[src/rtl/serial_alu_seq.sv]
// Bit-serial ALU sequencer: evaluates AND/OR/XOR/ADD (and SUB when
// SERIAL_ALU_SUB_EN is defined) LSB-first through a 1-bit slice.
module serial_alu_seq #(
    parameter int WIDTH = 32
) (
    input  logic             clk,
    input  logic             rst_n,
    input  logic             start,
    input  logic [2:0]       op,
    input  logic [WIDTH-1:0] a,
    input  logic [WIDTH-1:0] b,
    output logic             busy,
    output logic             done,
    output logic [WIDTH-1:0] result,
    output logic             carry_out,
    output logic             zero
);

    localparam int CW = $clog2(WIDTH);
    localparam logic [CW-1:0] LAST = CW'(WIDTH - 1);

    typedef enum logic [1:0] {
        IDLE = 2'd0,
        RUN  = 2'd1,
        DONE = 2'd2
    } state_t;

    state_t           state;
    state_t           state_nxt;
    logic [WIDTH-1:0] a_sh;
    logic [WIDTH-1:0] b_sh;
    logic [WIDTH-1:0] acc;
    logic [2:0]       op_r;
    logic [CW-1:0]    count;
    logic             carry;

    logic             accept;
    logic             last;
    logic             bit_s;
    logic             carry_s;
    logic             arith;
    logic [WIDTH-1:0] word;

    assign accept = (state == IDLE || state == DONE) && start;
    assign last   = (state == RUN) && (count == LAST);
    assign word   = {bit_s, acc[WIDTH-1:1]};
    assign busy   = (state == RUN);
    assign done   = (state == DONE);

    always_ff @(posedge clk or negedge rst_n) begin
        if (!rst_n) begin
            state <= IDLE;
        end else begin
            state <= state_nxt;
        end
    end

    always_comb begin
        state_nxt = state;
        unique case (state)
            IDLE:    if (start) state_nxt = RUN;
            RUN:     if (count == LAST) state_nxt = DONE;
            DONE:    state_nxt = start ? RUN : IDLE;
            default: state_nxt = IDLE;
        endcase
    end

    // One slice evaluation; undefined opcodes yield 0 with no carry.
    always_comb begin
        bit_s   = 1'b0;
        carry_s = carry;
        arith   = 1'b0;
        case (op_r)
            3'b000: bit_s = a_sh[0] & b_sh[0];
            3'b001: bit_s = a_sh[0] | b_sh[0];
            3'b010: bit_s = a_sh[0] ^ b_sh[0];
            3'b011: begin
                bit_s   = a_sh[0] ^ b_sh[0] ^ carry;
                carry_s = (a_sh[0] & b_sh[0]) | (a_sh[0] & carry)
                        | (b_sh[0] & carry);
                arith   = 1'b1;
            end
`ifdef SERIAL_ALU_SUB_EN
            3'b100: begin
                bit_s   = a_sh[0] ^ ~b_sh[0] ^ carry;
                carry_s = (a_sh[0] & ~b_sh[0]) | (a_sh[0] & carry)
                        | (~b_sh[0] & carry);
                arith   = 1'b1;
            end
`endif
            default: ;
        endcase
    end

    always_ff @(posedge clk or negedge rst_n) begin
        if (!rst_n) begin
            a_sh      <= '0;
            b_sh      <= '0;
            acc       <= '0;
            op_r      <= '0;
            count     <= '0;
            carry     <= 1'b0;
            result    <= '0;
            carry_out <= 1'b0;
            zero      <= 1'b0;
        end else if (accept) begin
            a_sh  <= a;
            b_sh  <= b;
            op_r  <= op;
            acc   <= '0;
            count <= '0;
`ifdef SERIAL_ALU_SUB_EN
            carry <= (op == 3'b100);
`else
            carry <= 1'b0;
`endif
        end else if (state == RUN) begin
            a_sh  <= a_sh >> 1;
            b_sh  <= b_sh >> 1;
            acc   <= word;
            carry <= carry_s;
            if (!last) begin
                count <= count + 1'b1;
            end else begin
                result    <= word;
                carry_out <= arith & carry_s;
                zero      <= (word == '0);
            end
        end
    end

endmodule

[config.mk]
export PLATFORM = sky130hd
export DESIGN_NAME = serial_alu_seq
export DESIGN_NICKNAME = d
export VERILOG_FILES = /design/src/rtl/serial_alu_seq.sv
export SDC_FILE = /design/constraint.sdc
export NUM_CORES = 1
export LEC_CHECK = 0
export CAP_MARGIN = 20
export CORE_ASPECT_RATIO = 1.4
export CORE_UTILIZATION = 53
export CTS_CLUSTER_SIZE = 8
export DETAILED_ROUTE_END_ITERATION = 10
export PLACE_DENSITY = 0.8
export SYNTH_ARGS = -nofsm -noshare
export SYNTH_HDL_FRONTEND = slang
export SYNTH_SLANG_ARGS = --single-unit
[constraint.sdc]
create_clock -name clk -period 1.9 [get_ports clk]
set_input_delay 0.38 -clock clk [delete_from_list [all_inputs] [get_ports clk]]
set_output_delay 0.38 -clock clk [all_outputs]
set_load 0.01 [all_outputs]
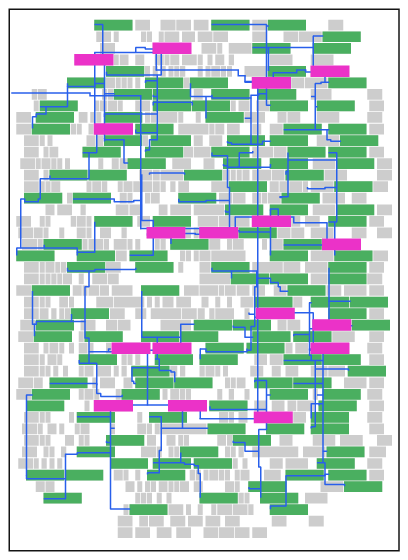
Run 1: clock wires, drivers and flops
clock wires: in blue, length 1630 µm. cells driving clock nets: in magenta, count 17. flip-flops: in green, count 140.
Position of the flops: widely spread. There are 18 routed clock nets.
Clk power: 0.00325 W
Clk network pwr share: 27.1%
worst clock skew: 0.00723 ns
clk latency late pin: 0.41 ns

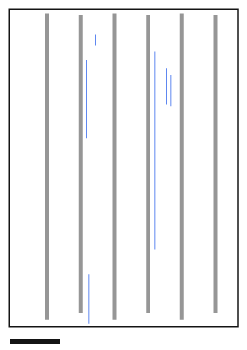
Run 1: metal 4
Scale bar: 20 µm. Supply wires on this layer in gray.
The wires run mostly vertical. The longest straight run is 79.6 µm. 5 nets have wire on it.
Detailed Route WL: 12700 µm
total number of vias: 4476

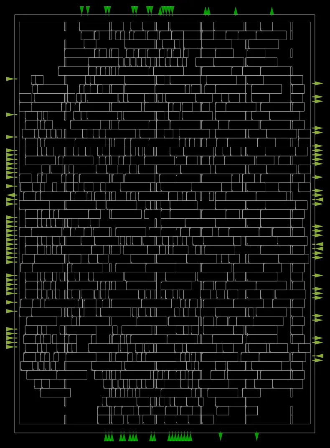
Run 1: cell outlines without signal wires
Row Count: 45
Non-Filler Instances: 807

-- run 1: power by group --
group / total, W / internal (W) / switching, W
registers: 0.00508 / 0.00420 / 0.000875
logic: 0.00364 / 0.00183 / 0.00180
clock network: 0.00325 / 0.00207 / 0.00118
total: 0.0120 / 0.00810 / 0.00386
-- run 1: cells in the final DEF (no fill, tap or decap), types with 4 or more instances in the layout --
cell and instances:
mux2_4 25, a22o_1 32, nor2_1 60, mux2_2 6, clkdlybuf4s50_1 102, dfrtp_1 139
o21ai_0 4, nand2_1 137, clkbuf_1 5, nor4_1 7, a31oi_1 57, clkbuf_16 17
inv_1 6, buf_12 7, clkbuf_8 4, buf_4 8
-- run 1: layout make-up --
cell class	count	area, µm²
Sequential cell	140	3500
Inverter	7	33.8
Clock buffer	26	499
Multi-Input combinational cell	365	2230
Clock inverter	6	83.8
Tap cell	141	176
Timing Repair Buffer	121	1260
Fill cell	744	3080
Timing Repair inverter	1	6.26
-- run 1: logic make-up after synthesis --
family,after synthesis
AND-OR/OR-AND,104
XOR/XNOR,2
adder cells (fa/ha/maj),5
buffers and inverters,46
flip-flops,140
multiplexers,32
AND/OR/NAND/NOR,222
-- run 1: routing by layer --
layer / GRT usage, % / share of wire, %
met1: 30.7 / 43
met2: 38.2 / 51
met3: 6.43 / 4.9
met4: 7.28 / 1.3
met5: 0 / 0
-- run 1: per-stage QoR --
| step | hold WS [ns] | setup slack (ns) | power [W] | setup TNS (ns) |
|---|---|---|---|---|
| floorplan | 0.0844 | 0.162 | 0.00740 | 0 |
| global placement | 0.336 | 0.0170 | 0.00843 | 0 |
| detailed placement | 0.346 | -0.0697 | 0.00869 | -1.45 |
| CTS | 0.475 | 0.0614 | 0.0120 | 0 |
| global route | 0.489 | 0.00776 | 0.0127 | 0 |
| finish | 0.469 | 0.0922 | 0.0120 | 0 |
-- run 1: repair_timing --
item / CTS / global route
hold buffers: 1 / 0
pin swaps: 0 / 0
setup buffers: 0 / 0
gates resized: 5 / 2
endpoints found under the setup margin: 2 / 3
gates cloned: 1 / 0
endpoints found under the hold margin: 45 / 0
-- run 1: flip-flops by register name, summed over array words and instances, names as in the netlist --
register	flops
a_sh	32
op_r	3
state	2
b_sh	32
carry	1
zero	1
acc	31
result	32
carry_out	1
count	5
-- run 1: worst min-delay path by stage --
stage,slack [ns],from,to
finish,0.47,rst_n,result[8]$_DFFE_PN0P_
detailed placement,0.35,rst_n,result[9]$_DFFE_PN0P_
CTS,0.47,rst_n,result[7]$_DFFE_PN0P_
floorplan,0.08,rst_n,a_sh[0]$_DFFE_PN0P_
global placement,0.34,rst_n,result[9]$_DFFE_PN0P_
global route,0.49,rst_n,result[8]$_DFFE_PN0P_
==> metrics.cfg, run 1 <==
[run_status]
status = complete, no violations

[critical_path]
crit_path_end_kind = flip-flop
crit_end = acc[31]$_DFFE_PN0P_
crit_path_start = a_sh[0]$_DFFE_PN0P_
crit_slowest_cell = fa_1
crit_type = reg -> reg
worst-r2r-setup-slack_ns = 0.09
cp.depth = 6
r2r_start = a_sh[0]$_DFFE_PN0P_
worst_ep_required_time_ns = 2.17
crit_fanout = 3
path_common_cell = inv_1
worstPathArrival_ns = 2.07
critPathBufInv = 2
rr_endpoint = acc[31]$_DFFE_PN0P_
crit_chain = inv_1 -> fa_1 -> inv_1 -> mux4_2 -> nand2b_4 -> o21ai_1
path_delay_family = adder cells
cpPeakStageDelay_ns = 0.54

[synthesis]
syn_area_per_cell_um2 = 10.8
yosysTopAreaCellShare_pct = 58.9
ff_type = dfrtp_1
simple_gate_area_share_pct = 15.3
top_cells_by_count = 140 x dfrtp_1, 137 x nand2_1, 60 x nor2_1, 57 x a31oi_1, 32 x a22o_1
ys_cells = 551
yosys_warnings = 0
syn_inst = 551
netlist_area_um2 = 5950
ys_async_sr_fraction_pct = 100
edf_count = 0
ys_area_um2 = 5950
ys_sh_aoi_pct = 12.5
xor_area_share_pct = 0.294
fa_ha_area_share_pct = 1.18
top_cell = dfrtp_1
ys_seq_share_pct = 58.9
ys.flops = 140
synth.distinct_cells = 37
fp_nets = 626
ys_sh_mux_pct = 7.82

[floorplan]
core_um2 = 10900
die_x_um = 91.5
core_util_floorplan_pct = 54.7
die_y_um = 127
num_io_pins = 106
dieArea_um2 = 11700

[cts]
ctsHtreeMaxLevel = 4
clock_sinks = 140
cts_inserted_buffers = 17
cts_buffer_depth = 2
clockRootBuffer = clkbuf_16
cts_tree = yes
clk_pin_slew_ns = 0.06

[routing]
drcViolationCount = 0
wl_per_cell_um = 15.7
first_iter_violations = 275
ant_nets = 0
drt-vias-per-instance = 5.55
dr.pass1.iters = 5

[sta]
period_minus_slack_ns = 1.81
timing.final.max_slew_violations = 0
setup_violations = 0
rsz0062_at_grt = false
max_slew_margin_pct = 44.4
fmaxAchievable_mhz = 553
final-hold-violation-count = 0
finalCritPeriodShare_pct = 95.1

[worst_hold_path]
min-delay-path-class = in -> async

[run]
warnings = 27
max_cap_viol_count = 0

[power]
ir_drop_uv = 908
leakage_nw = 3.65
powerDensity_nw_per_um2 = 1530

[global_route]
grt_pass1_vias = 4354
antenna_found_initial = 0
grt_max_degree = 62
gr-total-overflow = 0
gr-usage-all-layers_pct = 23.4
grt_pass1_wl_um = 21300

[place]
dp_cells = 773
io_buffers = 105
dp_hpwl_um = 8280
place_area_um2 = 7180
gp_congestion = 0.755

[final_layout]
drive_gt1_share_pct = 12.8
fin_nets = 728
n_antenna_cell = 0
syn2layout_area_growth_pct = 31.0
fin_area_um2 = 7790
final_util_pct = 71.7

--- run 2 (diff from run 1) ---
--- a/config.mk
+++ b/config.mk
@@ -5,6 +5,7 @@
 export SDC_FILE = /design/constraint.sdc
 export NUM_CORES = 1
 export LEC_CHECK = 0
+export ABC_CLOCK_PERIOD_IN_PS = 1900
 export CAP_MARGIN = 20
 export CORE_ASPECT_RATIO = 1.4
 export CORE_UTILIZATION = 53
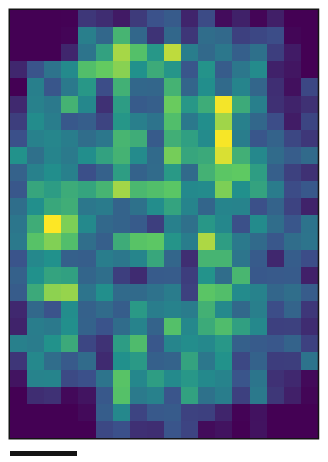
Run 2: signal metal coverage by tile
Scale bar: 20 µm. 18 x 25 tiles, from dark purple (low) to yellow (high), scaled to the fullest tile. Values are wire area over tile area, all layers added.
The mean over all tiles is 0.17. 8.4% of the tiles are nearly empty. The fullest tile reaches 0.47. 23% of the tiles are over half the peak.
routed wire length per instance: 15.7 µm
total track usage: 23.4%

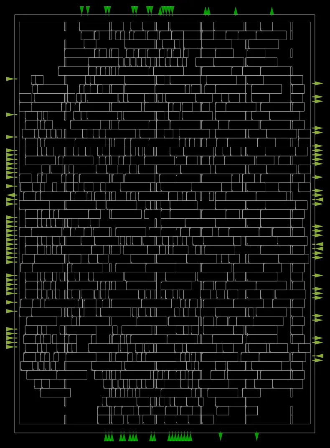
Run 2: cell outlines without signal wires
Layout fillers: 744
# Taps: 141
sequential cell area share: 45.0%
num sequential: 140

==> run 2 against run 1 <==
Against the previous run: via count unchanged; global-route usage unchanged; core utilization unchanged; flip-flop count unchanged; non-clock buffer count unchanged; synthesized cell count unchanged; die area unchanged; power unchanged; setup slack unchanged; combinational power about the same.
==> metrics.cfg, run 2 <==
[power]
ir_drop_uv = 908
total_power_w = 0.0120
powerDensity_nw_per_um2 = 1530

[final_layout]
syn2layout_area_growth_pct = 31.0
reg_top3 = a_sh (32), b_sh (32), result (32)
final_cell_mix = 139 x dfrtp_1, 137 x nand2_1, 102 x clkdlybuf4s50_1
mostFrequentLayoutCell = dfrtp_1
fin_nets = 728

[synthesis]
yosys_warnings = 0
ys_area_um2 = 5950
ys_seq_share_pct = 58.9
yosysTopAreaCellShare_pct = 58.9
edf_count = 0
fp_nets = 626
ff_type = dfrtp_1
ys_async_sr_fraction_pct = 100
syn_area_per_cell_um2 = 10.8
ys_cells = 551

[sta]
timing.final.max_slew_violations = 0
worst_hold_slack_ns = 0.469
fmaxAchievable_mhz = 553
final-hold-violation-count = 0
period_minus_slack_ns = 1.81

[critical_path]
worst-r2r-setup-slack_ns = 0.09
crit_fanout = 3
crit_type = reg -> reg
rr_endpoint = acc[31]$_DFFE_PN0P_

[cts]
clk_pin_slew_ns = 0.06
ctsHtreeMaxLevel = 4
clock_sinks = 140
worstSkewPairLatency_ns = 0.41
clockRootBuffer = clkbuf_16
cts_buffer_depth = 2

[place]
dp_hpwl_um = 8280

[worst_hold_path]
min-delay-path-class = in -> async

[floorplan]
rows = 45
num_io_pins = 106
die_y_um = 127

[global_route]
gr-total-overflow = 0
grt_pass1_wl_um = 21300

[run]
max_cap_viol_count = 0

[run_status]
status = complete, no violations

[routing]
routed_wl_um = 12700
first_iter_violations = 275
drt-vias-per-instance = 5.55

[run 2: report_power, final]
part | switching [W] | internal [W] | leakage [nW]
clock network | 0.00118 | 0.00207 | 0.288
logic | 0.00180 | 0.00183 | 1.56
registers | 0.000875 | 0.00420 | 1.80
[run 2: kinds of logic after synthesis]
group / Yosys count / synth area share [%]
multiplexers: 32 / 7.82
buffers and inverters: 46 / 4.08
AND-OR/OR-AND: 104 / 12.5
flip-flops: 140 / 58.9
XOR/XNOR: 2 / 0.295
AND/OR/NAND/NOR: 222 / 15.3
adder cells (fa/ha/maj): 5 / 1.18
[run 2: repair_timing]
action                                  in CTS  in global routing
hold buffers                                 1                  0
resized                                      5                  2
endpoints found under the setup margin       2                  3
gates cloned                                 1                  0
hold endpoints to repair                    45                  0
[run 2: worst max path at each step]
stage	startpoint	endpoint	slack [ns]
floorplan	count[0]$_DFFE_PN0P_	count[3]$_DFFE_PN0P_	0.16
global placement	start	acc[20]$_DFFE_PN0P_	0.02
detailed placement	start	acc[23]$_DFFE_PN0P_	-0.07
CTS	a_sh[0]$_DFFE_PN0P_	acc[31]$_DFFE_PN0P_	0.06
global route	a_sh[0]$_DFFE_PN0P_	acc[31]$_DFFE_PN0P_	0.008
finish	a_sh[0]$_DFFE_PN0P_	acc[31]$_DFFE_PN0P_	0.09
[run 2: through the flow]
stage | setup TNS (ns) | instance area (µm²) | instances | util (%) | worst slack (ns)
2_1_floorplan | 0 | 5950 | 551 | - | 0.162
3_3_place_gp | 0 | 7180 | 773 | 66.0 | 0.0170
3_5_place_dp | -1.45 | 7180 | 773 | 66.0 | -0.0697
4_1_cts | 0 | 7780 | 807 | 71.6 | 0.0614
5_1_grt | 0 | 7790 | 807 | 71.7 | 0.00776
6_report | 0 | 7790 | 807 | 71.7 | 0.0922
[run 2: layout make-up]
class                           count  area [µm²]
Fill cell                         744        3080
Sequential cell                   140        3500
Timing Repair Buffer              121        1260
Inverter                            7        33.8
Timing Repair inverter              1        6.26
Tap cell                          141         176
Multi-Input combinational cell    365        2230
Clock inverter                      6        83.8
Clock buffer                       26         499
[run 2: critical path: cells and delay by family (launching register included)]
family,cells,cell delay [ns]
buffers and inverters,2,0.12
multiplexers,1,0.49
AND/OR/NAND/NOR,1,0.10
AND-OR/OR-AND,1,0.07
adder cells (fa/ha/maj),1,0.54
flip-flops,1,0.35
[run 2: per-layer routing]
| metal | GRT usage (%) | routed length [µm] |
|---|---|---|
| met1 | 30.7 | 5430 |
| met3 | 6.43 | 625 |
| met5 | 0 | 0 |
| met4 | 7.28 | 161 |
| met2 | 38.2 | 6440 |
Power is estimated from default activity; no workload was simulated.
